**Sizing map**

The bar under the picture is 20 um long.
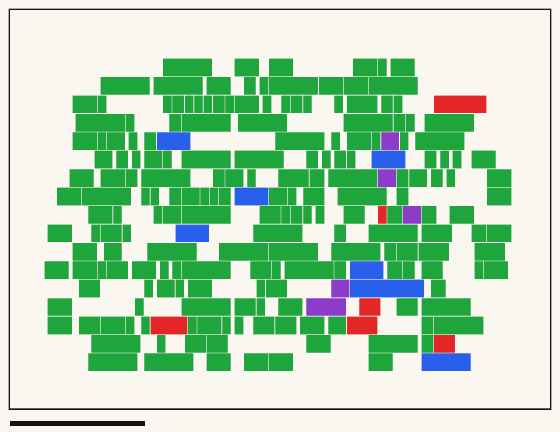
**Routing congestion map**

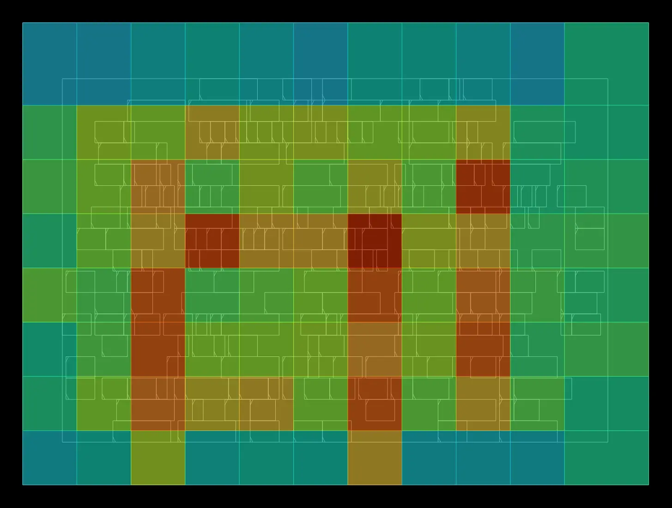
**Sequential cells coloured by netlist name**

The bar under the picture is 20 um long.
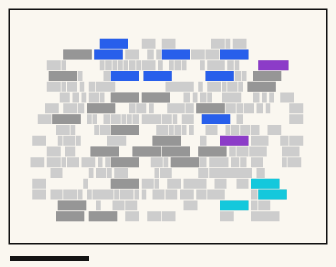
**Selected gate families**

The bar under the picture is 20 um long.
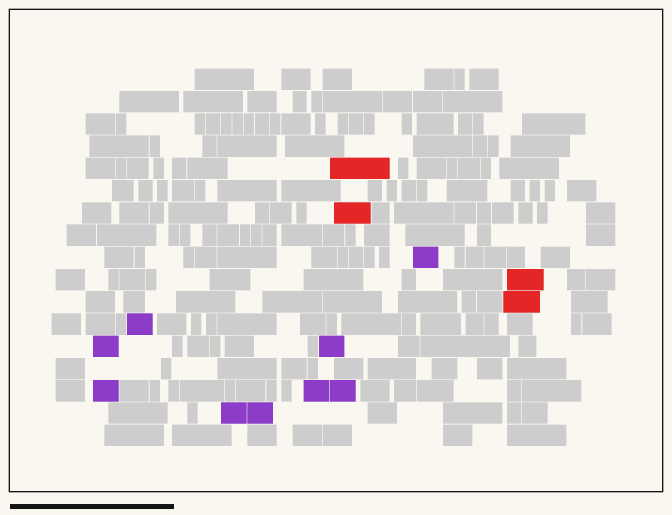
[config.mk]
export PLATFORM = sky130hd
export DESIGN_NAME = serial_add_gp_ctrl_flat
export DESIGN_NICKNAME = d
export VERILOG_FILES = /design/src/rtl/serial_add_gp_ctrl_pkg.sv /design/src/rtl/serial_add_gp_ctrl_if.sv /design/src/rtl/serial_add_gp_ctrl_full_adder_gp.sv /design/src/rtl/serial_add_gp_ctrl.sv /design/src/flat_wrapper.sv
export SDC_FILE = /design/constraint.sdc
export NUM_CORES = 1
export LEC_CHECK = 0
export ABC_CLOCK_PERIOD_IN_PS = 2060
export CAP_MARGIN = 10
export CORE_ASPECT_RATIO = 0.7
export CORE_MARGIN = 5
export CORE_UTILIZATION = 45
export DETAILED_ROUTE_END_ITERATION = 8
export PLACE_DENSITY = 0.74
export SLEW_MARGIN = 10
export SYNTH_ARGS = -nofsm -noshare
export SYNTH_HDL_FRONTEND = slang
export SYNTH_SLANG_ARGS = --single-unit
[constraint.sdc]
create_clock -name clk -period 2.06 [get_ports clk]
set_input_delay 0.515 -clock clk [delete_from_list [all_inputs] [get_ports clk]]
set_output_delay 0.515 -clock clk [all_outputs]
set_load 0.02 [all_outputs]
[src/rtl/serial_add_gp_ctrl_pkg.sv]
// Shared definitions for the bit-serial add/subtract controller:
// FSM state encoding, the legal WIDTH range and counter sizing.
package serial_add_gp_ctrl_pkg;

   // 2-bit state encoding: IDLE=0, RUN=1, DONE=2.
   typedef enum logic [1:0] {
      ST_IDLE = 2'd0,
      ST_RUN  = 2'd1,
      ST_DONE = 2'd2
   } state_t;

   localparam int WIDTH_MIN = 1;
   localparam int WIDTH_MAX = 32;

   // True when the operand width is within the supported range.
   function automatic bit width_ok(input int w);
      return (w >= WIDTH_MIN) && (w <= WIDTH_MAX);
   endfunction

   // Bit counter width: clog2(WIDTH), but never narrower than one bit.
   function automatic int cnt_bits(input int w);
      return (w > 1) ? $clog2(w) : 1;
   endfunction

endpackage

[src/rtl/serial_add_gp_ctrl_if.sv]
// Request/result bus of the bit-serial add/subtract controller.
//
// Handshake: the requester raises start with sub/cin/a/b stable; the
// request is taken on the rising edge where start=1 and ready=1 (ready is
// high only while idle). A start seen while not ready is dropped, never
// queued. busy is high while bits are being processed. done is a single
// cycle pulse during which sum/cout/ovf/grp_g/grp_p are final; these hold
// their values until the next accepted request.
interface serial_add_gp_ctrl_if #(
   parameter int WIDTH = 8
);
   logic             start;
   logic             sub;
   logic             cin;
   logic [WIDTH-1:0] a;
   logic [WIDTH-1:0] b;
   logic             ready;
   logic             busy;
   logic             done;
   logic [WIDTH-1:0] sum;
   logic             cout;
   logic             ovf;
   logic             grp_g;
   logic             grp_p;

   modport master (
      output start, sub, cin, a, b,
      input  ready, busy, done, sum, cout, ovf, grp_g, grp_p
   );

   modport slave (
      input  start, sub, cin, a, b,
      output ready, busy, done, sum, cout, ovf, grp_g, grp_p
   );
endinterface

[src/rtl/serial_add_gp_ctrl_full_adder_gp.sv]
// One-bit full adder slice that also reports its bit generate (A&B)
// and propagate (A^B) terms. Port order is S, C, G, P, A, B, C0.
module full_adder_gp (
   output logic S,
   output logic C,
   output logic G,
   output logic P,
   input  logic A,
   input  logic B,
   input  logic C0
);
   // Purely combinational sum, carry and generate/propagate terms.
   always_comb begin
      G = A & B;
      P = A ^ B;
      S = P ^ C0;
      C = G | (P & C0);
   end
endmodule

[src/rtl/serial_add_gp_ctrl.sv]
// Bit-serial add/subtract controller. A single full_adder_gp slice is
// reused once per clock, LSB first, to form the sum, carry-out, signed
// overflow and the group generate/propagate of the whole word.
module serial_add_gp_ctrl
   import serial_add_gp_ctrl_pkg::*;
#(
   parameter int WIDTH = 8
) (
   input  logic                 clk,
   input  logic                 rst,
   serial_add_gp_ctrl_if.slave  bus,
   output state_t               dbg_state_o
);

   localparam int CW = cnt_bits(WIDTH);
   localparam logic [CW-1:0] LAST_BIT = CW'(WIDTH - 1);

   if (!width_ok(WIDTH)) begin : g_bad_width
      $error("serial_add_gp_ctrl: WIDTH must be in 1..32");
   end

   state_t           state_q, state_d;
   logic [CW-1:0]    cnt_q, cnt_d;
   logic [WIDTH-1:0] a_sh_q, a_sh_d;
   logic [WIDTH-1:0] b_sh_q, b_sh_d;
   logic             carry_q, carry_d;
   logic [WIDTH-1:0] sum_q, sum_d;
   logic             cout_q, cout_d;
   logic             ovf_q, ovf_d;
   logic             grp_g_q, grp_g_d;
   logic             grp_p_q, grp_p_d;

   logic fa_s, fa_c, fa_g, fa_p;

   full_adder_gp u_fa (fa_s, fa_c, fa_g, fa_p, a_sh_q[0], b_sh_q[0], carry_q);

   // State register.
   always_ff @(posedge clk) begin
      if (rst) state_q <= ST_IDLE;
      else     state_q <= state_d;
   end

   // Next state and next datapath values.
   always_comb begin
      state_d = state_q;
      cnt_d   = cnt_q;
      a_sh_d  = a_sh_q;
      b_sh_d  = b_sh_q;
      carry_d = carry_q;
      sum_d   = sum_q;
      cout_d  = cout_q;
      ovf_d   = ovf_q;
      grp_g_d = grp_g_q;
      grp_p_d = grp_p_q;
      case (state_q)
         ST_IDLE: begin
            if (bus.start) begin
               // Subtraction is a + ~b + 1.
               a_sh_d  = bus.a;
               b_sh_d  = bus.b ^ {WIDTH{bus.sub}};
               carry_d = bus.sub ? 1'b1 : bus.cin;
               grp_g_d = 1'b0;
               grp_p_d = 1'b1;
               cnt_d   = '0;
               state_d = ST_RUN;
            end
         end
         ST_RUN: begin
            // Sum bits enter at the top so bit i lands at position i
            // after WIDTH shifts.
            sum_d   = (sum_q >> 1) | (WIDTH'(fa_s) << (WIDTH - 1));
            a_sh_d  = a_sh_q >> 1;
            b_sh_d  = b_sh_q >> 1;
            carry_d = fa_c;
            grp_g_d = fa_g | (fa_p & grp_g_q);
            grp_p_d = grp_p_q & fa_p;
            if (cnt_q == LAST_BIT) begin
               // carry_q is the carry into the MSB at this point.
               ovf_d   = carry_q ^ fa_c;
               cout_d  = fa_c;
               state_d = ST_DONE;
            end else begin
               cnt_d = cnt_q + CW'(1);
            end
         end
         ST_DONE: state_d = ST_IDLE;
         default: state_d = ST_IDLE;
      endcase
   end

   // Datapath registers; reset clears every result and the counter.
   always_ff @(posedge clk) begin
      if (rst) begin
         cnt_q   <= '0;
         a_sh_q  <= '0;
         b_sh_q  <= '0;
         carry_q <= 1'b0;
         sum_q   <= '0;
         cout_q  <= 1'b0;
         ovf_q   <= 1'b0;
         grp_g_q <= 1'b0;
         grp_p_q <= 1'b0;
      end else begin
         cnt_q   <= cnt_d;
         a_sh_q  <= a_sh_d;
         b_sh_q  <= b_sh_d;
         carry_q <= carry_d;
         sum_q   <= sum_d;
         cout_q  <= cout_d;
         ovf_q   <= ovf_d;
         grp_g_q <= grp_g_d;
         grp_p_q <= grp_p_d;
      end
   end

   // Status and result outputs decoded straight from registers.
   always_comb begin
      bus.ready   = (state_q == ST_IDLE);
      bus.busy    = (state_q == ST_RUN);
      bus.done    = (state_q == ST_DONE);
      bus.sum     = sum_q;
      bus.cout    = cout_q;
      bus.ovf     = ovf_q;
      bus.grp_g   = grp_g_q;
      bus.grp_p   = grp_p_q;
      dbg_state_o = state_q;
   end

endmodule

[src/flat_wrapper.sv]
// flat-port wrapper written by rule: the top's interface ports become plain ports
module serial_add_gp_ctrl_flat import serial_add_gp_ctrl_pkg::*;
#(
   parameter int WIDTH = 8
)
  (clk, rst, dbg_state_o, bus_start, bus_sub, bus_cin, bus_a, bus_b, bus_ready, bus_busy, bus_done, bus_sum, bus_cout, bus_ovf, bus_grp_g, bus_grp_p);
  serial_add_gp_ctrl_if #(.WIDTH(WIDTH)) bus_i ();
  input  logic clk;
  input  logic rst;
  output state_t dbg_state_o;
  input wire logic [$bits(bus_i.start)-1:0] bus_start;
  input wire logic [$bits(bus_i.sub)-1:0] bus_sub;
  input wire logic [$bits(bus_i.cin)-1:0] bus_cin;
  input wire logic [$bits(bus_i.a)-1:0] bus_a;
  input wire logic [$bits(bus_i.b)-1:0] bus_b;
  output wire logic [$bits(bus_i.ready)-1:0] bus_ready;
  output wire logic [$bits(bus_i.busy)-1:0] bus_busy;
  output wire logic [$bits(bus_i.done)-1:0] bus_done;
  output wire logic [$bits(bus_i.sum)-1:0] bus_sum;
  output wire logic [$bits(bus_i.cout)-1:0] bus_cout;
  output wire logic [$bits(bus_i.ovf)-1:0] bus_ovf;
  output wire logic [$bits(bus_i.grp_g)-1:0] bus_grp_g;
  output wire logic [$bits(bus_i.grp_p)-1:0] bus_grp_p;
  assign bus_i.start = bus_start;
  assign bus_i.sub = bus_sub;
  assign bus_i.cin = bus_cin;
  assign bus_i.a = bus_a;
  assign bus_i.b = bus_b;
  assign bus_ready = bus_i.ready;
  assign bus_busy = bus_i.busy;
  assign bus_done = bus_i.done;
  assign bus_sum = bus_i.sum;
  assign bus_cout = bus_i.cout;
  assign bus_ovf = bus_i.ovf;
  assign bus_grp_g = bus_i.grp_g;
  assign bus_grp_p = bus_i.grp_p;
  serial_add_gp_ctrl #(.WIDTH(WIDTH)) u_core (.clk(clk), .rst(rst), .bus(bus_i), .dbg_state_o(dbg_state_o));
endmodule
==> results.cfg <==
; physical design summary
[setup_path]
cp_max_fo = 10
critical_path.cell_chain = nor2_1 -> clkdlybuf4s50_1
cp_slowest_stage_delay_ps = 610
crit_family = buffers and inverters
cpMaxStageDelayCell = clkdlybuf4s50_1
cp_data_required_time_ps = 1540

[final_timing]
worst_pin_slew_ps = 596
slew_violations = 0
timing.final.crit_share = 0.911
rsz0062_at_grt = no
fmax_mhz = 533
setup_viol = 0
skew_ps = 3.28
hold_viol_final = 0

[cells_and_area]
layout.nets = 235
diodes = 0
syn2layout_area_growth_pct = 32.4
drive_above_1_share = 0.0853
stdcell_count = 258
final_cell_mix = clkdlybuf4s50_1, dfxtp_1, nand2_1
fillerInstances = 275

[route]
routed_wl_mm = 3.27
vias_per_cell = 5.15
drc = 0
routed-via-count = 1329
dr.pass1.iters = 4
wl_per_cell_um = 12.7

[clock_tree]
worstSkewPairLatency_ps = 280
tritoncts = built
cts.htree.levels = 2
cts_buffers = 5
root_buffer = clkbuf_8

[die]
die_y_um = 58.8
pin_count = 38
die_x_um = 79.7
die-area_um2 = 4690

[synthesis]
synthDistinctLibCells = 35
yosysChipArea_um2 = 1530
synthesis.nets = 201
ys.flops = 34
netlist_area_um2 = 1530

[global_route]
antenna_found_initial = 0
gr-total-overflow = 0

[power]
p_leak_nw = 0.786
powerDensity_nw_per_um2 = 766
p_total_mw = 1.55
ir_worst_vdd_uv = 415

[outcome]
status = completed
Notes on 'sizing map' above:
[x6 and larger] blue | cells: 7 | most used: clkbuf_8
[x1 and smaller] green | cells: 193 | most used: clkdlybuf4s50_1
[x3 and x4] purple | cells: 5 | most used: buf_4
[x2] red | cells: 6

Notes on 'routing congestion map' above:
Total GRT Usage: 0.150
met1 usage: 0.189
fin util: 0.631

Notes on 'sequential cells coloured by netlist name' above:
[`u_core.cnt_q`] cyan | flops: 3
[`u_core.bus.sum`] blue | flops: 8 | where: north
[`u_core.dbg_state_o`] purple | flops: 2

Notes on 'selected gate families' above:
[fa/ha/maj cells] red | cells: 4 | most used: ha_1
[xor and xnor cells] purple | cells: 9 | most used: xnor2_1

[stage by stage]
step | worst slack, ps | instance area [um2]
2_1_floorplan | 483 | 1530
3_3_place_gp | 166 | 1910
3_5_place_dp | 75.8 | 1910
4_1_cts | 20.6 | 2020
5_1_grt | 79.2 | 2030
6_report | 183 | 2030
[power by group]
group          switching [mW]  total [mW]  internal [mW]  leakage (nW)
registers              0.0272       0.726          0.699         0.279
clock network           0.219       0.581          0.362        0.0524
logic                   0.126       0.246          0.121         0.454
total                   0.372        1.55           1.18         0.786
[layout make-up]
class,instances,area (um2),area share
timing repair buffer,42,425,0.210
clock inverter,1,30.0,0.0148
inverter,1,3.75,0.00185
multi-input combinational,126,751,0.370
sequential,34,682,0.336
clock buffer,7,76.3,0.0377
tap,47,58.8,0.0290
[cell usage after synthesis]
master     number  area share
a2111oi_0       3       0.017
a2111oi_1       3       0.020
a2111oi_2       1      0.0098
a211oi_1        6       0.029
a21oi_1        18       0.059
a21oi_2         1      0.0057
a22oi_1         2      0.0098
a311oi_1        1      0.0057
a31oi_1         1      0.0041
buf_2           5       0.016
buf_4           3       0.015
buf_6           3       0.022
clkbuf_1        4      0.0098
dfxtp_1        34        0.44
fa_1            1       0.013
ha_1            3       0.025
inv_2           1      0.0024
nand2_1        28       0.069
nand2b_1        3       0.012
nand3_1         4       0.013
nand3b_1        2      0.0098
nand4b_1        2       0.011
nor2_1         26       0.064
nor2b_1         1      0.0041
nor3_1          1      0.0033
nor3b_2         1      0.0082
o21ai_0         3      0.0098
o21ba_4         1       0.011
o21bai_1        1      0.0049
o41ai_1         1      0.0057
or2_1           1      0.0041
or3b_1          1      0.0057
or3b_2          1      0.0057
xnor2_1         7       0.040
xor2_1          2       0.011
[worst min-delay path, delay by kind of cell, from the launching register on]
kind               cells  cell delay [ps]
and+or+nand+nor        1               50
DFF                    1              310
AOI/OAI and AO/OA      1               50
[registers in the layout (all words and copies together), names as in the netlist]
signal and count:
u_core.a_sh_q 8, u_core.b_sh_q 8, u_core.bus.cout 1, u_core.bus.grp_g 1, u_core.bus.grp_p 1, u_core.bus.ovf 1, u_core.bus.sum 8, u_core.carry_q 1
u_core.cnt_q 3, u_core.dbg_state_o 2
[per-layer routing]
layer | routed length [um] | track usage | up-vias
li1 | - | - | 666
met1 | 1460 | 0.189 | 623
met2 | 1570 | 0.244 | 36
met3 | 204 | 0.0428 | 4
met4 | 27 | 0.0588 | 0
met5 | 0 | 0 | -
[timing repair]
action,in CTS,in global routing
hold endpoints to repair,0,0
pin swaps,0,0
endpoints found under the setup margin,2,2
setup buffers,0,0
gates resized,1,2
[kinds of logic after synthesis]
kind of cell	Yosys count	share of synthesized area
flops	34	0.444
compound gates	42	0.191
buf+inv	16	0.0653
simple gates	71	0.210
xor+xnor	9	0.0515
fa+ha+maj	4	0.0376
[final timing paths]
check | from | to | slack, ps | cells past startpoint
max | u_core.dbg_state_o[1] | bus_ready | 180 | 2
min | u_core.bus.ovf | u_core.bus.ovf | 450 | 2
max reg2reg | u_core.cnt_q[0] | u_core.cnt_q[0] | 420 | 5
min reg2reg | u_core.bus.ovf | u_core.bus.ovf | 450 | 2
Power is estimated from default activity; no workload was simulated.
